### Sequential cells coloured by netlist name, run 1

Drawn at 2 px/um. Other sequential cells in the stronger grey, the rest of the logic in the fainter grey.
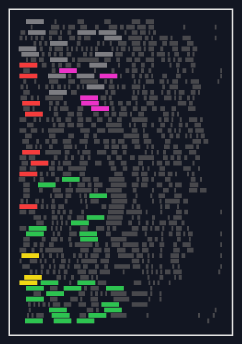
### Clock wiring as the flow saved it, run 1

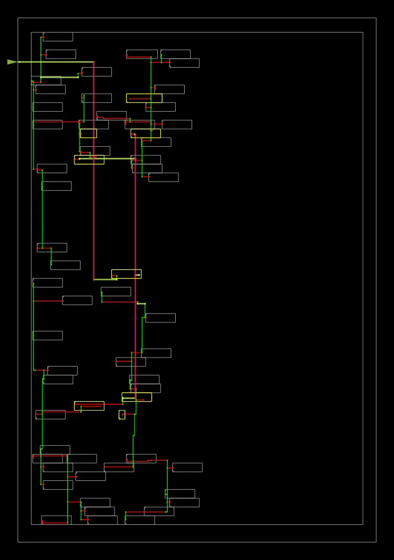
### M3 wires, run 1

Drawn at 3 px/um.
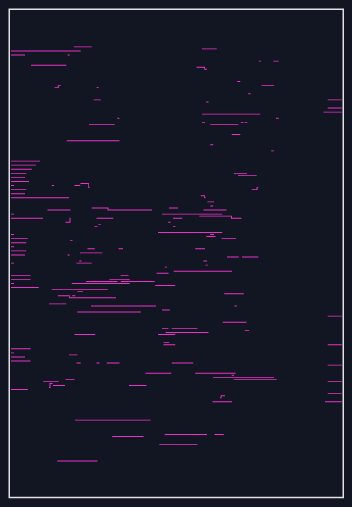
<file path="src/rtl/int_priority_arbiter_if.sv">
// Memory-mapped register port used by the interrupt priority arbiter.
// Single-beat requests: valid qualifies w_en/addr/w_data; r_data is
// returned on the cycle after a read.
interface mem_if;
  typedef logic [31:0] word_t;

  logic  valid;
  logic  w_en;
  word_t addr;
  word_t w_data;
  word_t r_data;
  logic  ready;

  modport slave (
    input  valid,
    input  w_en,
    input  addr,
    input  w_data,
    output r_data,
    output ready
  );

  modport master (
    output valid,
    output w_en,
    output addr,
    output w_data,
    input  r_data,
    input  ready
  );
endinterface

</file>
<file path="src/rtl/int_priority_arbiter.sv">
// Interrupt priority arbiter: picks the highest-priority eligible source
// (round-robin among equals), drives the core interrupt line and offers a
// claim/complete register so software services one source at a time.
module int_priority_arbiter #(
  parameter int NUM_INT_SRCS = 8,
  parameter int PRIO_W       = 3
) (
  input  logic                    i_clk,
  input  logic                    i_rst_n,
  input  logic [NUM_INT_SRCS-1:0] i_pending,
  output logic                    o_int,
  output logic [4:0]              o_claim_id,
  mem_if.slave                    if_mem
);

  generate
    if (NUM_INT_SRCS < 1 || NUM_INT_SRCS > 31) begin : g_bad_num_srcs
      $error("int_priority_arbiter: NUM_INT_SRCS must be in 1..31");
    end
  endgenerate

  localparam logic [5:0] WORD_THRESHOLD  = 6'd0;
  localparam logic [5:0] WORD_CLAIM      = 6'd1;
  localparam logic [5:0] WORD_IN_SERVICE = 6'd2;
  localparam logic [5:0] WORD_PRIO_BASE  = 6'd16;

  typedef enum logic {ARB, SETTLE} state_t;
  state_t state_q, state_d;

  logic [PRIO_W-1:0]       r_threshold;
  logic [PRIO_W-1:0]       r_prio [NUM_INT_SRCS];
  logic [NUM_INT_SRCS-1:0] r_in_service;
  logic [4:0]              r_rr;
  logic                    r_best_valid;
  logic [4:0]              r_best_id;
  logic [31:0]             r_data;

  logic [5:0]        word_addr;
  logic              rd_en, wr_en, claim_rd, claim_ok;
  logic [31:0]       pend_ext, elig_ext;
  logic [PRIO_W-1:0] prio_ext [32];
  logic              cand_found;
  logic [4:0]        cand_id;
  logic [PRIO_W-1:0] cand_prio;
  logic [4:0]        rr_after_claim;
  logic [31:0]       rd_val;
  logic              unused_bits;

  assign word_addr     = if_mem.addr[7:2];
  assign rd_en         = if_mem.valid & ~if_mem.w_en;
  assign wr_en         = if_mem.valid & if_mem.w_en;
  assign if_mem.ready  = 1'b1;
  assign if_mem.r_data = r_data;
  assign unused_bits   = ^{if_mem.addr, if_mem.w_data};

  assign o_int      = r_best_valid;
  assign o_claim_id = r_best_valid ? r_best_id + 5'd1 : 5'd0;

  assign rr_after_claim = (r_best_id == 5'(NUM_INT_SRCS - 1)) ? 5'd0 : r_best_id + 5'd1;

  // Widen per-source state to 32 entries so 5-bit IDs can index it directly.
  always_comb begin
    pend_ext = '0;
    elig_ext = '0;
    for (int i = 0; i < 32; i++) prio_ext[i] = '0;
    for (int i = 0; i < NUM_INT_SRCS; i++) begin
      pend_ext[i] = i_pending[i];
      prio_ext[i] = r_prio[i];
      elig_ext[i] = i_pending[i] & ~r_in_service[i] & (r_prio[i] > r_threshold);
    end
  end

  // Scan from the rr pointer upward with wrap; strict '>' keeps the first tie.
  always_comb begin
    logic [5:0] idx;
    idx        = '0;
    cand_found = 1'b0;
    cand_id    = '0;
    cand_prio  = '0;
    for (int k = 0; k < NUM_INT_SRCS; k++) begin
      idx = {1'b0, r_rr} + 6'(k);
      if (idx >= 6'(NUM_INT_SRCS)) idx = idx - 6'(NUM_INT_SRCS);
      if (elig_ext[idx[4:0]] && (!cand_found || prio_ext[idx[4:0]] > cand_prio)) begin
        cand_found = 1'b1;
        cand_id    = idx[4:0];
        cand_prio  = prio_ext[idx[4:0]];
      end
    end
  end

  // Claim qualification and next state; a claim only succeeds in ARB and
  // only if the registered winner is still pending this cycle.
  always_comb begin
    state_d  = state_q;
    claim_rd = rd_en && (word_addr == WORD_CLAIM);
    claim_ok = 1'b0;
    if (state_q == ARB) begin
      claim_ok = claim_rd && r_best_valid && pend_ext[r_best_id];
      if (claim_ok) state_d = SETTLE;
    end else begin
      state_d = ARB;
    end
  end

  // Register read mux; unmapped words read as zero.
  always_comb begin
    rd_val = '0;
    case (word_addr)
      WORD_THRESHOLD:  rd_val = 32'(r_threshold);
      WORD_CLAIM:      rd_val = claim_ok ? 32'(r_best_id) + 32'd1 : 32'd0;
      WORD_IN_SERVICE: rd_val = 32'(r_in_service);
      default: begin
        for (int i = 0; i < NUM_INT_SRCS; i++) begin
          if (word_addr == WORD_PRIO_BASE + 6'(i)) rd_val = 32'(r_prio[i]);
        end
      end
    endcase
  end

  // FSM state register.
  always_ff @(posedge i_clk or negedge i_rst_n) begin
    if (!i_rst_n) state_q <= ARB;
    else          state_q <= state_d;
  end

  // Threshold and per-source priority registers.
  always_ff @(posedge i_clk or negedge i_rst_n) begin
    if (!i_rst_n) begin
      r_threshold <= '0;
      for (int i = 0; i < NUM_INT_SRCS; i++) r_prio[i] <= '0;
    end else if (wr_en) begin
      if (word_addr == WORD_THRESHOLD) r_threshold <= if_mem.w_data[PRIO_W-1:0];
      for (int i = 0; i < NUM_INT_SRCS; i++) begin
        if (word_addr == WORD_PRIO_BASE + 6'(i)) r_prio[i] <= if_mem.w_data[PRIO_W-1:0];
      end
    end
  end

  // In-service mask and round-robin pointer: set/advance on claim, clear on complete.
  always_ff @(posedge i_clk or negedge i_rst_n) begin
    if (!i_rst_n) begin
      r_in_service <= '0;
      r_rr         <= '0;
    end else begin
      if (claim_ok) begin
        r_rr <= rr_after_claim;
        for (int i = 0; i < NUM_INT_SRCS; i++) begin
          if (r_best_id == 5'(i)) r_in_service[i] <= 1'b1;
        end
      end
      if (wr_en && word_addr == WORD_CLAIM) begin
        for (int i = 0; i < NUM_INT_SRCS; i++) begin
          if (if_mem.w_data[4:0] == 5'(i + 1)) r_in_service[i] <= 1'b0;
        end
      end
    end
  end

  // Registered best candidate; SETTLE blanks it for one cycle after a claim.
  always_ff @(posedge i_clk or negedge i_rst_n) begin
    if (!i_rst_n) begin
      r_best_valid <= 1'b0;
      r_best_id    <= '0;
    end else if (state_q == SETTLE) begin
      r_best_valid <= 1'b0;
    end else begin
      r_best_valid <= cand_found;
      r_best_id    <= cand_id;
    end
  end

  // Read data register, loaded on every read request.
  always_ff @(posedge i_clk or negedge i_rst_n) begin
    if (!i_rst_n)   r_data <= '0;
    else if (rd_en) r_data <= rd_val;
  end

endmodule

</file>
<file path="src/flat_wrapper.sv">
// flat-port wrapper written by rule: the top's interface ports become plain ports
module int_priority_arbiter_flat 
#(
  parameter int NUM_INT_SRCS = 8,
  parameter int PRIO_W       = 3
)
  (i_clk, i_rst_n, i_pending, o_int, o_claim_id, if_mem_valid, if_mem_w_en, if_mem_addr, if_mem_w_data, if_mem_r_data, if_mem_ready);
  mem_if if_mem_i ();
  input  logic i_clk;
  input  logic i_rst_n;
  input  logic [NUM_INT_SRCS-1:0] i_pending;
  output logic o_int;
  output logic [4:0] o_claim_id;
  input wire logic [$bits(if_mem_i.valid)-1:0] if_mem_valid;
  input wire logic [$bits(if_mem_i.w_en)-1:0] if_mem_w_en;
  input wire logic [$bits(if_mem_i.addr)-1:0] if_mem_addr;
  input wire logic [$bits(if_mem_i.w_data)-1:0] if_mem_w_data;
  output wire logic [$bits(if_mem_i.r_data)-1:0] if_mem_r_data;
  output wire logic [$bits(if_mem_i.ready)-1:0] if_mem_ready;
  assign if_mem_i.valid = if_mem_valid;
  assign if_mem_i.w_en = if_mem_w_en;
  assign if_mem_i.addr = if_mem_addr;
  assign if_mem_i.w_data = if_mem_w_data;
  assign if_mem_r_data = if_mem_i.r_data;
  assign if_mem_ready = if_mem_i.ready;
  int_priority_arbiter #(.NUM_INT_SRCS(NUM_INT_SRCS), .PRIO_W(PRIO_W)) u_core (.i_clk(i_clk), .i_rst_n(i_rst_n), .i_pending(i_pending), .o_int(o_int), .o_claim_id(o_claim_id), .if_mem(if_mem_i));
endmodule
</file>
<file path="config.mk">
export PLATFORM = sky130hd
export DESIGN_NAME = int_priority_arbiter_flat
export DESIGN_NICKNAME = d
export VERILOG_FILES = /design/src/rtl/int_priority_arbiter_if.sv /design/src/rtl/int_priority_arbiter.sv /design/src/flat_wrapper.sv
export SDC_FILE = /design/constraint.sdc
export NUM_CORES = 1
export LEC_CHECK = 0
export CAP_MARGIN = 20
export CELL_PAD_IN_SITES_DETAIL_PLACEMENT = 1
export CELL_PAD_IN_SITES_GLOBAL_PLACEMENT = 1
export CORE_ASPECT_RATIO = 1.5
export CORE_MARGIN = 4
export CORE_UTILIZATION = 41
export CTS_CLUSTER_DIAMETER = 30
export DETAILED_ROUTE_END_ITERATION = 12
export PLACE_DENSITY_LB_ADDON = 0.25
export SYNTH_ARGS = -nofsm -noshare
export SYNTH_HDL_FRONTEND = slang
export SYNTH_SLANG_ARGS = --single-unit
</file>
<file path="constraint.sdc">
create_clock -name i_clk -period 15.65 [get_ports i_clk]
set_clock_uncertainty 0.2 [all_clocks]
set_input_delay 2.3475 -clock i_clk [delete_from_list [all_inputs] [get_ports i_clk]]
set_output_delay 2.3475 -clock i_clk [all_outputs]
set_load 0.1 [all_outputs]
</file>
==> summary.txt, run 1 <==
The flow completed. The flow ran to the end, and the final reports show no timing, DRC or antenna violations. Per the layout area report, the combinational fraction of cell area is roughly 66%. XOR/XNOR share of the synthesized area landed at 1.89%. In the synthesized netlist, the cells that appear most often are sky130_fd_sc_hd__nand2_1 (87), sky130_fd_sc_hd__ha_1 (62), sky130_fd_sc_hd__dfrtp_1 (55).

Post-route minimum period landed at 14,760 ps. The first detailed-routing pass ran for 4 iterations. Number of distinct library cell variants in the gate-level netlist after synthesis landed at 77.

Before placement the cells fill 41.6% of the core. Area share of the largest cell type after synthesis landed at between 20% and 30%. Between the synthesized netlist and the finished layout, the area growth was recorded as 10.8%. Fraction of met3 tracks used by global routing landed at 3.06%.

All-layer global routing usage landed at 25.3%. Per the synthesis report, the dominant area consumer among library cells is sky130_fd_sc_hd__dfrtp_1. The final layout report lists a non-clock buffer count of 51. Combinational gate area landed at 0.00473 sq mm. Number of filler cells placed in the layout landed at 1,862. Power comes to approximately 0.00048 W. At the pin with the least slew margin, the transition time is 1120 ps. Leaving out the clock tree, the finished layout contains an inverter count of 49.

Number of nets in the final layout landed at 913. Synthesis area per yosys landed at approximately 0.0065 sq mm. For this run the aggregate overflow at the end of global routing stands at 0. In the final layout, flip-flops and latches occupy 0.00138 sq mm.

Total power normalized to cell area comes to 66.7 mW/mm^2. Cells with a size suffix above 1 make up 13.0% of the layout. Worst-case vdd ir drop landed at 0.0690 mV.

Counting instances, the worst hold path has a depth of 2. Clock transition at the registers of the reported paths landed at 70 ps. For the worst setup path, the data arrival time is around 15,000 ps. The layout report lists the clock-cell share of area as around 2.4%. The worst setup path is captured at a register. Clock latency on the worst-skew pair landed at ~300 ps.

Per the synth stats, the proportion of register bits with asynchronous set or reset is 100%. CTS sink count landed at about 55. Total met2 wirelength after detailed routing landed at 12,500 um. Number of antenna violations at the first check in global routing landed at 0. Multiplexer cells account for between 15 and 20% of the synthesized area. The longest clock path from root to sink contains 2 buffers. Combinational gate count landed at 613. Normalized max-slew margin landed at about a quarter. The timing report notes that buffer and inverter cells on the critical path total 8.

During I/O placement, the number of pins put on the boundary was 115. The HPWL after detailed placement is 18,700 um. Per the cell usage report, the commonest logic cell in the layout is sky130_fd_sc_hd__nand2_1.

For reference, compound AND-OR and OR-AND cells occupy slightly above 20% of the area reported after synthesis. The floorplan has 56 rows. Per STA, the worst path accumulates the most delay in the family AND-OR/OR-AND gates. Max-slew violation count landed at 0. The post-placement cell area is 0.00697 sq mm.

Initial detailed-routing violation count landed at 318. The largest individual stage delay along the critical path comes from the cell sky130_fd_sc_hd__or4_1. Buffering overhead landed at 6.67%. The floorplan report lists the tap cell count as 203.

By area, the class that comes first in the final layout consists of multi-input combinational cells. Per the TritonCTS log, the buffer count is 5. Final routed wire length divided by cell count landed at 23.6 um. Number of hold-slack violations in the final timing report landed at 0. TritonCTS built the clock tree.

The clock H-tree reported by CTS has 2 levels. The synthesized netlist was found by Yosys to have 751 cells. The worst hold path terminates at u_core.if_mem.r_data[6].

According to the hold report, the worst path is of the register to register type. Clock tree synthesis selected as its root buffer the cell sky130_fd_sc_hd__clkbuf_16. The final report lists the setup-violating endpoint count as 0. By area, the combinational part of the netlist is dominated by AND-OR/OR-AND gates. Dividing the synthesized area by the synthesized cell count gives 8.66 sq um. In this design, the stage delay of the slowest critical-path cell is ~550 ps. Largest net degree at the start of global routing landed at 56. The critical path in this run is classified as input port to register.

Across all register-to-register paths, the minimum setup slack is approximately 1600 ps. 0 antenna diodes ended up in the layout. The first global-routing pass estimated 36,000 um of wire.

Netlist area before placement landed at 0.00650 sq mm. In the post-route analysis, the smallest setup slack over all paths is 891 ps. For reference, full adder, half adder and majority cells occupy 11.9% of the area reported after synthesis. Detailed-route via count landed at 6,136.

STA shows the worst reg2reg path with a cell count of between 60 and 70. The most used flip-flop cell after synthesis is sky130_fd_sc_hd__dfrtp_1. The die is 162 um tall.
-- 'Sequential cells coloured by netlist name' (at the start) --
colour	name in the netlist	placed flops
yellow	`u_core.r_threshold`	3
green	`u_core.prio_ext`	24
red	`u_core.if_mem.r_data`	8
magenta	`u_core.r_best_id`	5

-- 'Clock wiring as the flow saved it' (at the start) --
seq_cells: 55
final-layout clock buffer total: 6

-- 'M3 wires' (at the start) --
wire length on this layer	879 um
main direction	horizontal

## run 1: worst reg2reg max path: cells and delay by family, from the launching register on
family | cells | cell delay [ps]
multiplexers | 3 | 1110
adder cells (fa/ha/maj) | 8 | 2410
flip-flops | 1 | 890
AND-OR/OR-AND | 36 | 6480
AND/OR/NAND/NOR | 12 | 1800
buffers and inverters | 6 | 1120
## run 1: what timing repair did
action,4_1_cts,5_1_grt
hold endpoints to repair,0,0
buffers inserted,0,1
resized,0,5
endpoints found under the setup margin,0,3
## run 1: power by group
part | total (W) | internal, W | switching (W)
Clock | 0.000132 | 0.0000797 | 0.0000523
Combinational | 0.000180 | 0.0000656 | 0.000115
Sequential | 0.000168 | 0.000150 | 0.0000180
Total | 0.000480 | 0.000295 | 0.000185
## run 1: through the flow
step / setup TNS [ps] / hold WS (ps)
global placement: 0 / 273
finish: 0 / 294
CTS: 0 / 297
floorplan: 0 / 271
global route: -12.0 / 338
detailed placement: 0 / 278
## run 1: sequential cells by signal, indices dropped and copies added (netlist names)
name and cells:
u_core.r_best_id 5, u_core.r_in_service 8, u_core.o_int 1, u_core.r_threshold 3, u_core.r_rr 5, u_core.if_mem.r_data 8, u_core.state_q 1, u_core.prio_ext 24
## run 1: worst max-delay path by stage
| stage | start | to | depth (start not counted) |
|---|---|---|---|
| after global placement | i_pending[7] | u_core.r_best_id[2] | 62 |
| final | i_pending[0] | u_core.r_best_id[0] | 65 |
| after floorplan | i_pending[7] | u_core.r_best_id[0] | 61 |
| after global routing | i_pending[0] | u_core.r_best_id[0] | 65 |
| after CTS | i_pending[7] | u_core.r_best_id[2] | 63 |
| after detailed placement | i_pending[7] | u_core.r_best_id[2] | 63 |
==> inputs of run 2 (changes only) <==
==> constraint.sdc (replaced) <==
create_clock -name i_clk -period 15.65 [get_ports i_clk]
set_clock_uncertainty 0.2 [all_clocks]
set_input_delay 2.3475 -clock i_clk [delete_from_list [all_inputs] [get_ports i_clk]]
set_output_delay 2.3475 -clock i_clk [all_outputs]
set_load 0.005 [all_outputs]
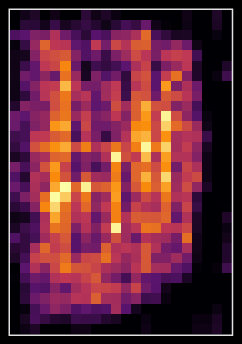
*Routed metal per tile, run 2*
Drawn at 2 px/um. 22 x 32 tiles, from black (low) to pale yellow (high), scaled to the fullest tile. Values are wire area over tile area, all layers added.
densest ninth of the die	centre
fullest tile	0.66
tiles over half the peak	25%
mean over tiles	0.21

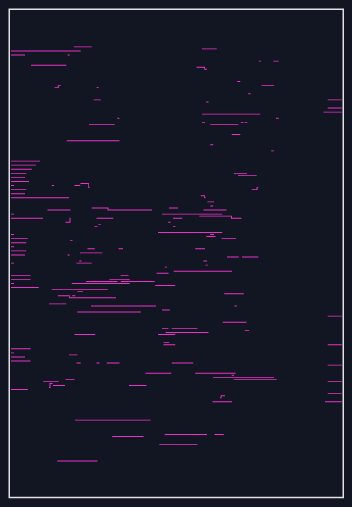
*M3 wires, run 2*
Drawn at 3 px/um.
share of all routed wire	3.8%
wire length on this layer	879 um
Total Routed Length: 23,100 um
routed via count: 6,136

==> run 2 against run 1 <==
Utilization did not move. Combinational power fell by 18%. Fmax did not move. Hold slack did not move. Critical path depth did not move. Via count did not move. Largest cell class unchanged.
==> summary.txt, run 2 <==
The flow completed. The flow ran to the end, and the final reports show no timing, DRC or antenna violations. The area share of fa/ha/maj cells after synthesis came to 11.9% (unchanged). Counting only logic cells after layout, the most numerous master is sky130_fd_sc_hd__nand2_1. Looking at the cell usage after synthesis, the top flip-flop cell is sky130_fd_sc_hd__dfrtp_1. Share of synthesized area spent on multiplexers landed at 17.6% (unchanged). The peak per-stage delay on the critical path was 550 ps (about the same). Clock tree buffer depth landed at 2 (unchanged). Number of nets in the final layout landed at 913 (unchanged). The flip-flop count of the largest register after layout was 24 (unchanged). The total power after layout was 0.000448 W (-6.8%).

Clock transition at the registers of the reported paths landed at 70 ps (about the same). The worst setup path is captured at a register. The share of final-layout standard cells stronger than drive strength 1 was 13.0% (unchanged). The max-slew violation count was 0 (unchanged). Actual transition at the worst max-transition pin landed at 1120 ps (unchanged).

Area share of the largest cell type after synthesis landed at 21.2% (unchanged). The aoi/oai-family share of the synthesized area was 20.5% (unchanged). Of all cell types, the one taking the most synthesized area is sky130_fd_sc_hd__dfrtp_1. Setup slack of the worst register-to-register path landed at 1600 ps (about the same). STA reports the tightest min-delay check as being of type register to register.

Synthesized area per cell landed at 8.66 sq um (unchanged). The netlist area before placement is 0.00650 sq mm (unchanged). The XOR/XNOR share of the synthesized area came to 1.89% (unchanged). The number of distinct library cell variants in the gate-level netlist after synthesis was 77 (unchanged). The normalized max-slew margin came to 25.6% (unchanged). The logic depth of the worst setup path including buffers was 65 (unchanged). Signed area change from the synthesized netlist to the final layout landed at 10.8% (unchanged). Synthesis area per yosys landed at 0.00650 sq mm (unchanged). The all-layer global routing usage came to 25.3% (unchanged). The final setup violation count is 0 (unchanged). In this run the worst setup path begins at i_pending[0].

Power density over cell area landed at 62.2 mW/mm^2 (-6.8%). For reference, the critical path is captured by u_core.r_best_id[0]. TritonCTS built the clock tree. Worst-case vdd ir drop landed at 0.0689 mV (-0.14%).

The global-route wire length before repair was 36,000 um (unchanged). The number of filler cells placed in the layout was 1,862 (unchanged). The synthesis run shows the most used standard cells to be sky130_fd_sc_hd__nand2_1 (87), sky130_fd_sc_hd__ha_1 (62), sky130_fd_sc_hd__dfrtp_1 (55). Residual overflow from global routing landed at 0 (unchanged).

Number of placement rows landed at 56 (unchanged). Arrival time reported for the critical path endpoint landed at 14,780 ps (about the same). The I/O pin total came to 115 (unchanged). The number of antenna violations at the first check in global routing came to 0 (unchanged). The timing report attributes the biggest portion of critical-path delay to AND-OR/OR-AND gates. Post-detailed-placement half-perimeter wirelength landed at 18,700 um (unchanged). The hold slack is 294 ps (unchanged). Post-layout worst setup margin landed at 891 ps (unchanged). The level count of the clock H-tree came to 2 (unchanged). The critical path's slowest stage uses the library cell sky130_fd_sc_hd__or4_1. The initial core utilization was 41.6% (unchanged). The count of antenna diodes in the layout was 0 (unchanged).

Post-place instance area landed at 0.00697 sq mm (unchanged).
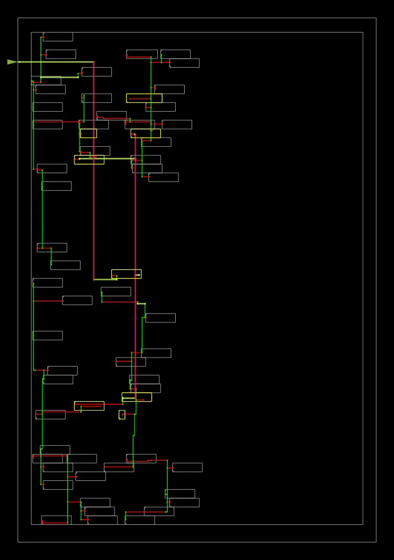
*Clock wiring as the flow saved it, run 2*
total clock buffers created by CTS: 5
insertion delay at the late pin of the worst-skew pair: 300 ps

==> run 2: routing by layer <==
layer / vias up / share of wire [%] / track usage (%) / routed length (um)
li1: 2790 / - / - / -
met1: 3064 / 36 / 26.0 / 8310
met2: 213 / 54 / 47.8 / 12500
met3: 69 / 3.8 / 3.06 / 878
met4: 0 / 6.3 / 16.6 / 1450
met5: - / 0 / 0 / 0
==> run 2: worst min-delay path: cells and delay by family (launching register included) <==
kind	cells	cell delay [ps]
flip-flops	1	350
AND-OR/OR-AND	1	60
AND/OR/NAND/NOR	1	50
==> run 2: report_power, final <==
| part | internal, W | total [W] | switching [W] |
|---|---|---|---|
| sequential | 0.000150 | 0.000168 | 0.0000180 |
| clock | 0.0000797 | 0.000132 | 0.0000523 |
| combinational | 0.0000656 | 0.000148 | 0.0000821 |
| total | 0.000295 | 0.000448 | 0.000152 |
==> run 2: how the worst min path moves through the flow <==
stage	to	slack, ps	cells after the start
after floorplan	u_core.r_threshold[2]	270	2
after global placement	u_core.if_mem.r_data[0]	270	2
after detailed placement	u_core.if_mem.r_data[0]	280	2
after CTS	u_core.if_mem.r_data[0]	300	2
after global routing	u_core.if_mem.r_data[3]	340	2
final	u_core.if_mem.r_data[6]	290	2
==> run 2: layout make-up <==
cell class / count / area (sq um) / share of cell area [%]
timing repair buffer: 51 / 480 / 6.67
inverter: 49 / 184 / 2.55
sequential: 55 / 1380 / 19.1
clock inverter: 2 / 35.0 / 0.487
clock buffer: 6 / 139 / 1.93
multi-input combinational: 613 / 4730 / 65.7
tap: 203 / 254 / 3.53
==> run 2: timing repair <==
action / in CTS / in global routing
resized: 0 / 5
setup buffers: 0 / 1
endpoints found under the setup margin: 0 / 3
hold buffers: 0 / 0
### Cells by drive strength, run 2

Drawn at 3 px/um.
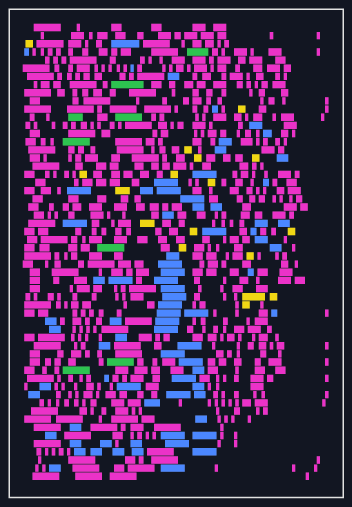

==> inputs of run 3 (changes only) <==
--- a/config.mk
+++ b/config.mk
@@ -13,6 +13,7 @@
 export CORE_UTILIZATION = 41
 export CTS_CLUSTER_DIAMETER = 30
 export DETAILED_ROUTE_END_ITERATION = 12
+export GPL_TIMING_DRIVEN = 0
 export PLACE_DENSITY_LB_ADDON = 0.25
 export SYNTH_ARGS = -nofsm -noshare
 export SYNTH_HDL_FRONTEND = slang
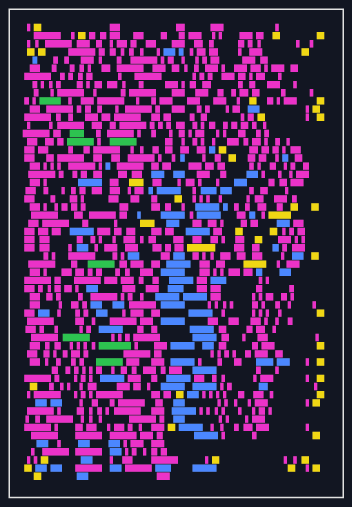
*Cells by drive strength, run 3*
Drawn at 3 px/um.
colour	size	cells	share
green	_6 and larger	8	0.97%
blue	_2 cells	82	9.9%
yellow	_3 and _4 cells	43	5.2%
magenta	_0 and _1 cells	693	84%
Area Growth Syn to Fin: 15.8%
final design area excluding fillers: 0.00753 sq mm

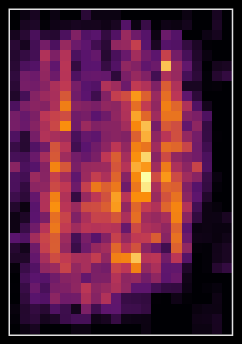
*Routed metal per tile, run 3*
Drawn at 2 px/um. 22 x 32 tiles, from black (low) to pale yellow (high), scaled to the fullest tile. Values are wire area over tile area, all layers added.
emptiest ninth of the die	south-east
nearly empty tiles	15%
tiles over half the peak	17%
routed via count: 6,354
detailed-route wire length per cell: 23.3 um

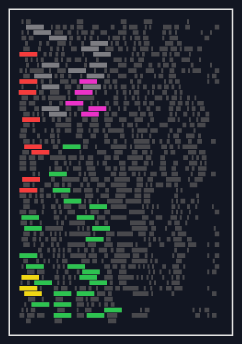
*Sequential cells coloured by netlist name, run 3*
Drawn at 2 px/um. Other sequential cells in the stronger grey, the rest of the logic in the fainter grey.
colour	name in the netlist	placed flops
yellow	`u_core.r_threshold`	3
green	`u_core.prio_ext`	24
red	`u_core.if_mem.r_data`	8
magenta	`u_core.r_best_id`	5
not coloured	15
sequential cell area: 0.00138 sq mm
P_seq: 0.000166 W
Seq area share: 18.3%

==> run 3 against run 2 <==
Final area is 4.5% higher. Via count is 3.6% higher. Die size stayed put. Synthesized area stayed put. Synthesized cell count stayed put. Non-clock buffer count is 50 higher. Sequential cell count stayed put. First-iteration DRC count is 15% lower. Count of clock-buffer cells in the layout stayed put. Largest power group unchanged. Combinational power is 7% higher. Register-to-register slack better by 80 ps. Critical endpoint unchanged. Highest routed layer unchanged. Clock power hardly changed. Largest cell class unchanged.
==> summary.txt, run 3 <==
The flow completed. Proportion of power drawn by flip-flops and latches landed at 36.6% (-0.9 points). Hold analysis lists the worst path endpoint as u_core.if_mem.r_data[6]. The number of nets in the final layout came to 963 (+5.5%). Leaving out fill and tap cells, the most frequent cell in the layout is sky130_fd_sc_hd__nand2_1.

Number of clock buffers inserted by TritonCTS landed at 5 (unchanged). The number of placement rows came to 56 (unchanged). Part of the total power dissipated in the clock network landed at 28.6% (-0.9 points). The run finished with clean final reports.

The power density over cell area was 60.4 mW/mm^2 (-2.9%). The residual overflow from global routing was 0 (unchanged). The combinational logic power is 0.000158 W (+7%).

Number of hold buffers added after CTS landed at 0 (unchanged). The tightest min-delay check is of the register to register type. The proportion of power drawn by combinational gates is 34.8% (+1.8 points). Internal power component landed at 0.000300 W (+1.5%). The actual transition at the worst max-transition pin is 1090 ps (-22.8 ps). Hold slack landed at 291 ps (-3.49 ps). Final setup violation count landed at 0 (unchanged). Per the synthesis report, the dominant area consumer among library cells is sky130_fd_sc_hd__dfrtp_1. The initial core utilization is 41.6% (unchanged). Net switching power landed at 0.000155 W (+1.6%). The peak per-stage delay on the critical path was 590 ps (+40 ps). Clock transition at the registers of the reported paths landed at 70 ps (about the same). The normalized max-slew margin came to 26.4% (+0.75 points). The cell depth of the worst min-delay path was 2 (unchanged). The area share of the largest cell type after synthesis was 21.2% (unchanged). Number of distinct library cell variants in the gate-level netlist after synthesis landed at 77 (unchanged). I/O pin total landed at 115 (unchanged). Max-slew violation count landed at 0 (unchanged).

Post-place instance area landed at 0.00721 sq mm (+3.4%). The synthesis area per yosys is 0.00650 sq mm (unchanged). The netlist area before placement is 0.00650 sq mm (unchanged).

The number of antenna violations at the first check in global routing was 0 (unchanged). TritonCTS built the clock tree. All-layer global routing usage landed at 26.4% (+1.1 points). The global-route wire length before repair is 37,500 um (+4.1%). The post-layout worst setup margin came to 964 ps (+72.6 ps). The routed wire length came to 24,000 um (+3.8%).
==> run 3: timing repair <==
item,CTS,global route
setup endpoints to repair,3,3
pin swaps,1,1
cloned,0,0
setup buffers,2,6
gates resized,1,18
==> run 3: area by class of cell <==
class                   instances  area, sq um
well taps                     203          254
flip-flops and latches         55         1380
inverters                      49          184
fillers                      1881         8100
clock buffers                   6          139
plain buffers                  57          332
repair buffers                 44          425
multi-input cells             613         4780
clock inverters                 2         35.0
==> run 3: how the worst max path moves through the flow <==
stage	start	to	slack [ps]
after floorplan	i_pending[7]	u_core.r_best_id[0]	2350
after global placement	i_pending[7]	u_core.r_best_id[2]	-360
after detailed placement	i_pending[7]	u_core.r_best_id[2]	-690
after CTS	i_pending[7]	u_core.r_best_id[2]	90
after global routing	i_pending[0]	u_core.r_best_id[0]	-30
final	i_pending[0]	u_core.r_best_id[0]	960
==> run 3: routing by layer <==
layer	global-route usage, %	wire (um)
met5	0	0
met4	22.9	2320
met3	2.39	941
met2	47.8	12200
met1	27.0	8510
==> run 3: cells by family (layout without fill, tap and decap cells) <==
| family | after synthesis | in the layout | share of synthesized area (%) |
|---|---|---|---|
| XOR/XNOR | 14 | 14 | 1.89 |
| AND/OR/NAND/NOR | 243 | 243 | 18.9 |
| flip-flops | 55 | 55 | 21.2 |
| AND-OR/OR-AND | 194 | 194 | 20.5 |
| other | 2 | 25 | 0.116 |
| buffers and inverters | 106 | 158 | 7.83 |
| multiplexers | 75 | 75 | 17.6 |
| adder cells (fa/ha/maj) | 62 | 62 | 11.9 |
==> run 3: worst max-delay path, delay by kind of cell <==
family	cells	cell delay (ps)
compound gates	35	6140
mux	1	380
buf+inv	7	1310
simple gates	14	2400
fa+ha+maj	7	2110
Power is estimated from default activity; no workload was simulated.
